`src/rtl/filter_ctrl_pkg.sv`:
```
// rtl/filter_ctrl_pkg.sv - shared types and constants for the filter-mode control path
//
// Purpose: common definitions for the mode counter and the mode LED blinker.
// Contents:
//   MODE_W        width of the filter-mode value
//   blink_state_t blinker FSM states
//   max3          largest of three durations, used to size the phase timer
package filter_ctrl_pkg;

  localparam int MODE_W = 2;

  typedef enum logic [1:0] {
    IDLE = 2'd0,
    ON   = 2'd1,
    OFF  = 2'd2,
    GAP  = 2'd3
  } blink_state_t;

  function automatic int max3(input int a, input int b, input int c);
    int m;
    m = (a > b) ? a : b;
    return (m > c) ? m : c;
  endfunction

endpackage

```
`src/rtl/mode_led_blinker_if.sv`:
```
// rtl/mode_led_blinker_if.sv - mode/enable inputs and LED status outputs of the blinker
//
// Purpose: bundles the blinker's functional signals.
// Signals:
//   i_mode          current filter mode (0..3)
//   i_enable        1 = indicator active, 0 = LED forced dark
//   o_led           LED drive, 1 = lit
//   o_busy          1 while a burst or its gap is in progress
//   o_mode_latched  mode value being displayed
// Modports: master drives mode/enable (mode counter side), slave is the blinker.
interface mode_led_blinker_if;
  import filter_ctrl_pkg::*;

  logic [MODE_W-1:0] i_mode;
  logic              i_enable;
  logic              o_led;
  logic              o_busy;
  logic [MODE_W-1:0] o_mode_latched;

  modport master (
    output i_mode,
    output i_enable,
    input  o_led,
    input  o_busy,
    input  o_mode_latched
  );

  modport slave (
    input  i_mode,
    input  i_enable,
    output o_led,
    output o_busy,
    output o_mode_latched
  );

endinterface

```
`src/rtl/mode_led_blinker_phase_timer.sv`:
```
// rtl/mode_led_blinker_phase_timer.sv - loadable down-counter timing one blink phase
//
// Purpose: counts down from a loaded value and flags when it reads zero.
// Ports:
//   i_clk    clock
//   i_rst    synchronous reset, active-low (count returns to 0)
//   i_load   load i_value on this edge (takes priority over counting)
//   i_value  load value, phase duration minus one
//   o_done   1 while the count reads 0, i.e. last cycle of the phase
module phase_timer #(
  parameter int WIDTH = 8
) (
  input  logic             i_clk,
  input  logic             i_rst,
  input  logic             i_load,
  input  logic [WIDTH-1:0] i_value,
  output logic             o_done
);

  logic [WIDTH-1:0] count_q;
  logic [WIDTH-1:0] count_d;

  // Holds at zero rather than wrapping; every phase change reloads it.
  always_comb begin
    count_d = count_q;
    if (i_load) begin
      count_d = i_value;
    end else if (count_q != '0) begin
      count_d = count_q - 1'b1;
    end
  end

  always_ff @(posedge i_clk) begin
    if (!i_rst) begin
      count_q <= '0;
    end else begin
      count_q <= count_d;
    end
  end

  assign o_done = (count_q == '0);

endmodule

```
`src/rtl/mode_led_blinker.sv`:
```
// rtl/mode_led_blinker.sv - reports the selected filter mode as (mode+1) LED blinks
//
// Purpose: on a mode change (or re-enable) shows the mode as a burst of
// (mode+1) blinks followed by a dark gap; optionally repeats the burst.
// Ports:
//   i_clk   clock
//   i_rst   synchronous reset, active-low
//   bus     mode_led_blinker_if.slave: i_mode, i_enable in; o_led, o_busy,
//           o_mode_latched out (all outputs registered)
// Parameters:
//   ON_CYCLES / OFF_CYCLES / GAP_CYCLES  phase lengths in i_clk cycles (>= 1)
//   REPEAT                               1 = re-issue the burst after each gap
module mode_led_blinker
  import filter_ctrl_pkg::*;
#(
  parameter int   ON_CYCLES  = 12_500_000,
  parameter int   OFF_CYCLES = 12_500_000,
  parameter int   GAP_CYCLES = 50_000_000,
  parameter logic REPEAT     = 1'b0
) (
  input  logic                i_clk,
  input  logic                i_rst,
  mode_led_blinker_if.slave   bus
);

  localparam int TMR_W = $clog2(max3(ON_CYCLES, OFF_CYCLES, GAP_CYCLES) + 1);

  localparam logic [TMR_W-1:0] ON_LOAD  = TMR_W'(ON_CYCLES - 1);
  localparam logic [TMR_W-1:0] OFF_LOAD = TMR_W'(OFF_CYCLES - 1);
  localparam logic [TMR_W-1:0] GAP_LOAD = TMR_W'(GAP_CYCLES - 1);

  blink_state_t      state_q, state_d;
  logic              led_q, led_d;
  logic              busy_q, busy_d;
  logic [MODE_W-1:0] mode_lat_q, mode_lat_d;
  logic [MODE_W-1:0] prev_mode_q, prev_mode_d;
  logic              en_prev_q, en_prev_d;
  logic              armed_q, armed_d;
  logic [1:0]        cnt_q, cnt_d;

  logic              tmr_load;
  logic [TMR_W-1:0]  tmr_value;
  logic              tmr_done;
  logic              trigger;

  phase_timer #(
    .WIDTH (TMR_W)
  ) u_phase_timer (
    .i_clk   (i_clk),
    .i_rst   (i_rst),
    .i_load  (tmr_load),
    .i_value (tmr_value),
    .o_done  (tmr_done)
  );

  // armed_q is low for the first edge after reset: that edge only samples
  // mode/enable into the history registers, so a mode held across reset
  // does not look like a change and no blink appears until a real trigger.
  assign trigger = armed_q && bus.i_enable &&
                   ((bus.i_mode != prev_mode_q) || !en_prev_q);

  always_comb begin
    state_d     = state_q;
    mode_lat_d  = mode_lat_q;
    cnt_d       = cnt_q;
    tmr_load    = 1'b0;
    tmr_value   = ON_LOAD;
    // History registers track the inputs every cycle, even while disabled,
    // so changes made while dark never fire later.
    prev_mode_d = bus.i_mode;
    en_prev_d   = bus.i_enable;
    armed_d     = 1'b1;

    if (!bus.i_enable) begin
      // Disable wins over a simultaneous trigger.
      state_d = IDLE;
    end else if (trigger) begin
      // Restart from any state, including mid-burst; no dark cycle inserted.
      mode_lat_d = bus.i_mode;
      cnt_d      = 2'd0;
      state_d    = ON;
      tmr_load   = 1'b1;
      tmr_value  = ON_LOAD;
    end else begin
      case (state_q)
        ON: begin
          if (tmr_done) begin
            tmr_load = 1'b1;
            if (cnt_q == mode_lat_q) begin
              state_d   = GAP;
              tmr_value = GAP_LOAD;
            end else begin
              state_d   = OFF;
              tmr_value = OFF_LOAD;
              cnt_d     = cnt_q + 2'd1;
            end
          end
        end
        OFF: begin
          if (tmr_done) begin
            state_d   = ON;
            tmr_load  = 1'b1;
            tmr_value = ON_LOAD;
          end
        end
        GAP: begin
          if (tmr_done) begin
            if (REPEAT) begin
              state_d   = ON;
              cnt_d     = 2'd0;
              tmr_load  = 1'b1;
              tmr_value = ON_LOAD;
            end else begin
              state_d = IDLE;
            end
          end
        end
        default: begin
          state_d = IDLE;
        end
      endcase
    end

    // Outputs registered alongside the state so they change on the same edge.
    led_d  = (state_d == ON);
    busy_d = (state_d != IDLE);
  end

  always_ff @(posedge i_clk) begin
    if (!i_rst) begin
      state_q     <= IDLE;
      led_q       <= 1'b0;
      busy_q      <= 1'b0;
      mode_lat_q  <= '0;
      prev_mode_q <= '0;
      en_prev_q   <= 1'b0;
      armed_q     <= 1'b0;
      cnt_q       <= 2'd0;
    end else begin
      state_q     <= state_d;
      led_q       <= led_d;
      busy_q      <= busy_d;
      mode_lat_q  <= mode_lat_d;
      prev_mode_q <= prev_mode_d;
      en_prev_q   <= en_prev_d;
      armed_q     <= armed_d;
      cnt_q       <= cnt_d;
    end
  end

  assign bus.o_led          = led_q;
  assign bus.o_busy         = busy_q;
  assign bus.o_mode_latched = mode_lat_q;

endmodule

```
`src/flat_wrapper.sv`:
```
// flat-port wrapper written by rule: the top's interface ports become plain ports
module mode_led_blinker_flat import filter_ctrl_pkg::*;
#(
  parameter int   ON_CYCLES  = 12_500_000,
  parameter int   OFF_CYCLES = 12_500_000,
  parameter int   GAP_CYCLES = 50_000_000,
  parameter logic REPEAT     = 1'b0
)
  (i_clk, i_rst, bus_i_mode, bus_i_enable, bus_o_led, bus_o_busy, bus_o_mode_latched);
  mode_led_blinker_if bus_i ();
  input  logic i_clk;
  input  logic i_rst;
  input wire logic [$bits(bus_i.i_mode)-1:0] bus_i_mode;
  input wire logic [$bits(bus_i.i_enable)-1:0] bus_i_enable;
  output wire logic [$bits(bus_i.o_led)-1:0] bus_o_led;
  output wire logic [$bits(bus_i.o_busy)-1:0] bus_o_busy;
  output wire logic [$bits(bus_i.o_mode_latched)-1:0] bus_o_mode_latched;
  assign bus_i.i_mode = bus_i_mode;
  assign bus_i.i_enable = bus_i_enable;
  assign bus_o_led = bus_i.o_led;
  assign bus_o_busy = bus_i.o_busy;
  assign bus_o_mode_latched = bus_i.o_mode_latched;
  mode_led_blinker #(.ON_CYCLES(ON_CYCLES), .OFF_CYCLES(OFF_CYCLES), .GAP_CYCLES(GAP_CYCLES), .REPEAT(REPEAT)) u_core (.i_clk(i_clk), .i_rst(i_rst), .bus(bus_i));
endmodule
```
`config.mk`:
```
export PLATFORM = sky130hd
export DESIGN_NAME = mode_led_blinker_flat
export DESIGN_NICKNAME = d
export VERILOG_FILES = /design/src/rtl/filter_ctrl_pkg.sv /design/src/rtl/mode_led_blinker_if.sv /design/src/rtl/mode_led_blinker_phase_timer.sv /design/src/rtl/mode_led_blinker.sv /design/src/flat_wrapper.sv
export SDC_FILE = /design/constraint.sdc
export NUM_CORES = 1
export LEC_CHECK = 0
export CAP_MARGIN = 25
export CORE_ASPECT_RATIO = 0.7
export CORE_MARGIN = 2
export CORE_UTILIZATION = 45
export CTS_BUF_LIST = sky130_fd_sc_hd__clkbuf_2 sky130_fd_sc_hd__clkbuf_4 sky130_fd_sc_hd__clkbuf_8
export DETAILED_ROUTE_END_ITERATION = 8
export DONT_BUFFER_PORTS = 1
export GPL_TIMING_DRIVEN = 0
export PLACE_DENSITY = 0.7
export REMOVE_ABC_BUFFERS = 1
export SKIP_CTS_REPAIR_TIMING = 1
export SLEW_MARGIN = 5
export SYNTH_ARGS = -nofsm -noshare
export SYNTH_HDL_FRONTEND = slang
export SYNTH_SLANG_ARGS = --single-unit
```
`constraint.sdc`:
```
create_clock -name i_clk -period 2.43 [get_ports i_clk]
set_input_delay 0.486 -clock i_clk [delete_from_list [all_inputs] [get_ports i_clk]]
set_output_delay 0.486 -clock i_clk [all_outputs]
set_load 0.005 [all_outputs]
```
**Layout detail**

The bar under the picture is 5 µm long. Window x 32 to 52, y 32 to 52 µm. Cells in gray, sequential cells in the stronger gray; small squares are vias.
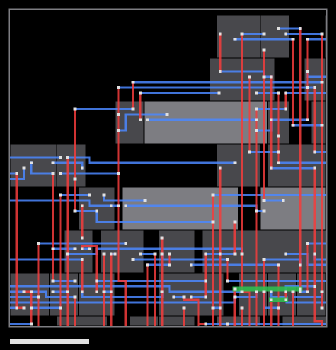
- M1: blue
- M3: green
- M2: red
- cells with their middle in the window: 24
- netlist names of flops here include: `u_core.u_phase_timer.count_q` (3)
- sequential cells in the window: 3
- most frequent: a21oi_1 (5)

**Clock routing**

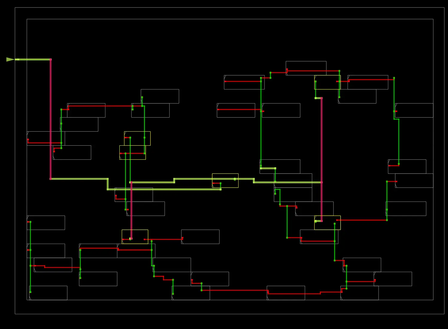
flop count: 38
clk_buf instances: 6

**Gate-type map**

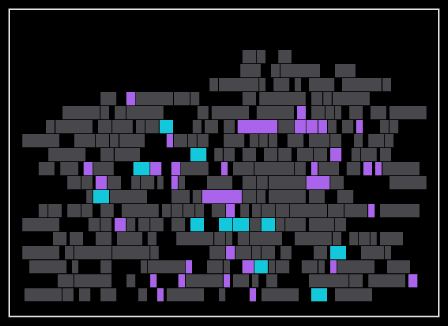
- non-inverting ao/oa cells: cyan (cells 11)
- nor cells: purple (cells 33)
Comb area share: 0.5284
final std cells w/o fill: 305
Top cell excl fill/tap: dfxtp_1

**Pin placement**

The bar under the picture is 20 µm long. Pins as bars across the die edge, other pins in gray.
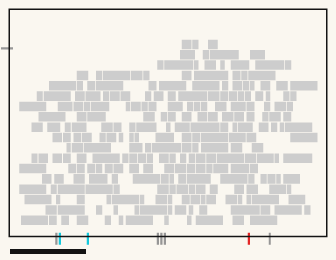
- `bus_o_busy`: red (pins 1; direction output; edge bottom)
- `bus_i_mode`: cyan (pins 2; direction input; edge bottom)
Chip Height: 59.37 µm
die width: 83.10 µm
Port Buffer Count: 0

==> results_slide.txt <==
Flow Results at a Glance

Clock network
  • Worst-path clk slew: 0.07 ns
  • Root Buffer: clkbuf_8
  • CTS Sinks: 38
  • CTS HTree Levels: 2

Run status
  • Failing checks: setup timing
  • Status: complete, but fails checks

Layout
  • Fillers: 382
  • Data buffer area share: 0.06677
  • Inverters: 10
  • Register with the most flip-flops: u_core.u_phase_timer.count_q
  • Signal buffers: 21
  • Reg area: 767.0 µm²
  • Top Layout Cells: dfxtp_1 (33), buf_4 (21), a21oi_1 (19), nor2_1 (14), o21ai_0 (12)

Power and ir drop
  • Tot Pwr: 1.749 mW
  • Seq. pwr: 0.759 mW
  • Power Density: 740.6 mW/mm²
  • Pint: 1.156 mW

Floorplanning
  • # rows: 20
  • Fp_density: 0.4605

Setup path
  • Reg2Reg Setup Slack: -0.08 ns
  • Crit Path Category: reg -> reg
  • Instance count on the critical path: 5
  • CP Max Fanout: 7

Synthesis
  • Fraction of registers with async set/reset: 0
  • Synth top cell by count: dfxtp_1
  • Synth cell types: 38

Timing
  • Final number of setup-violating endpoints: 3
  • Tightest Pin Transition: 0.7444 ns
  • Fmax achieved: 398.3 MHz
  • Final setup margin: -0.08044 ns

Global route
  • Met1 Use GR: 0.3075
  • Most Used Layer, Global Route: met1

Route
  • Routed wl met2: 2133 µm
  • Metal-1 WL: 2470 µm
  • Routed Antenna Nets: 0
Power figures rest on the tool's default switching activity, not on a simulated workload.
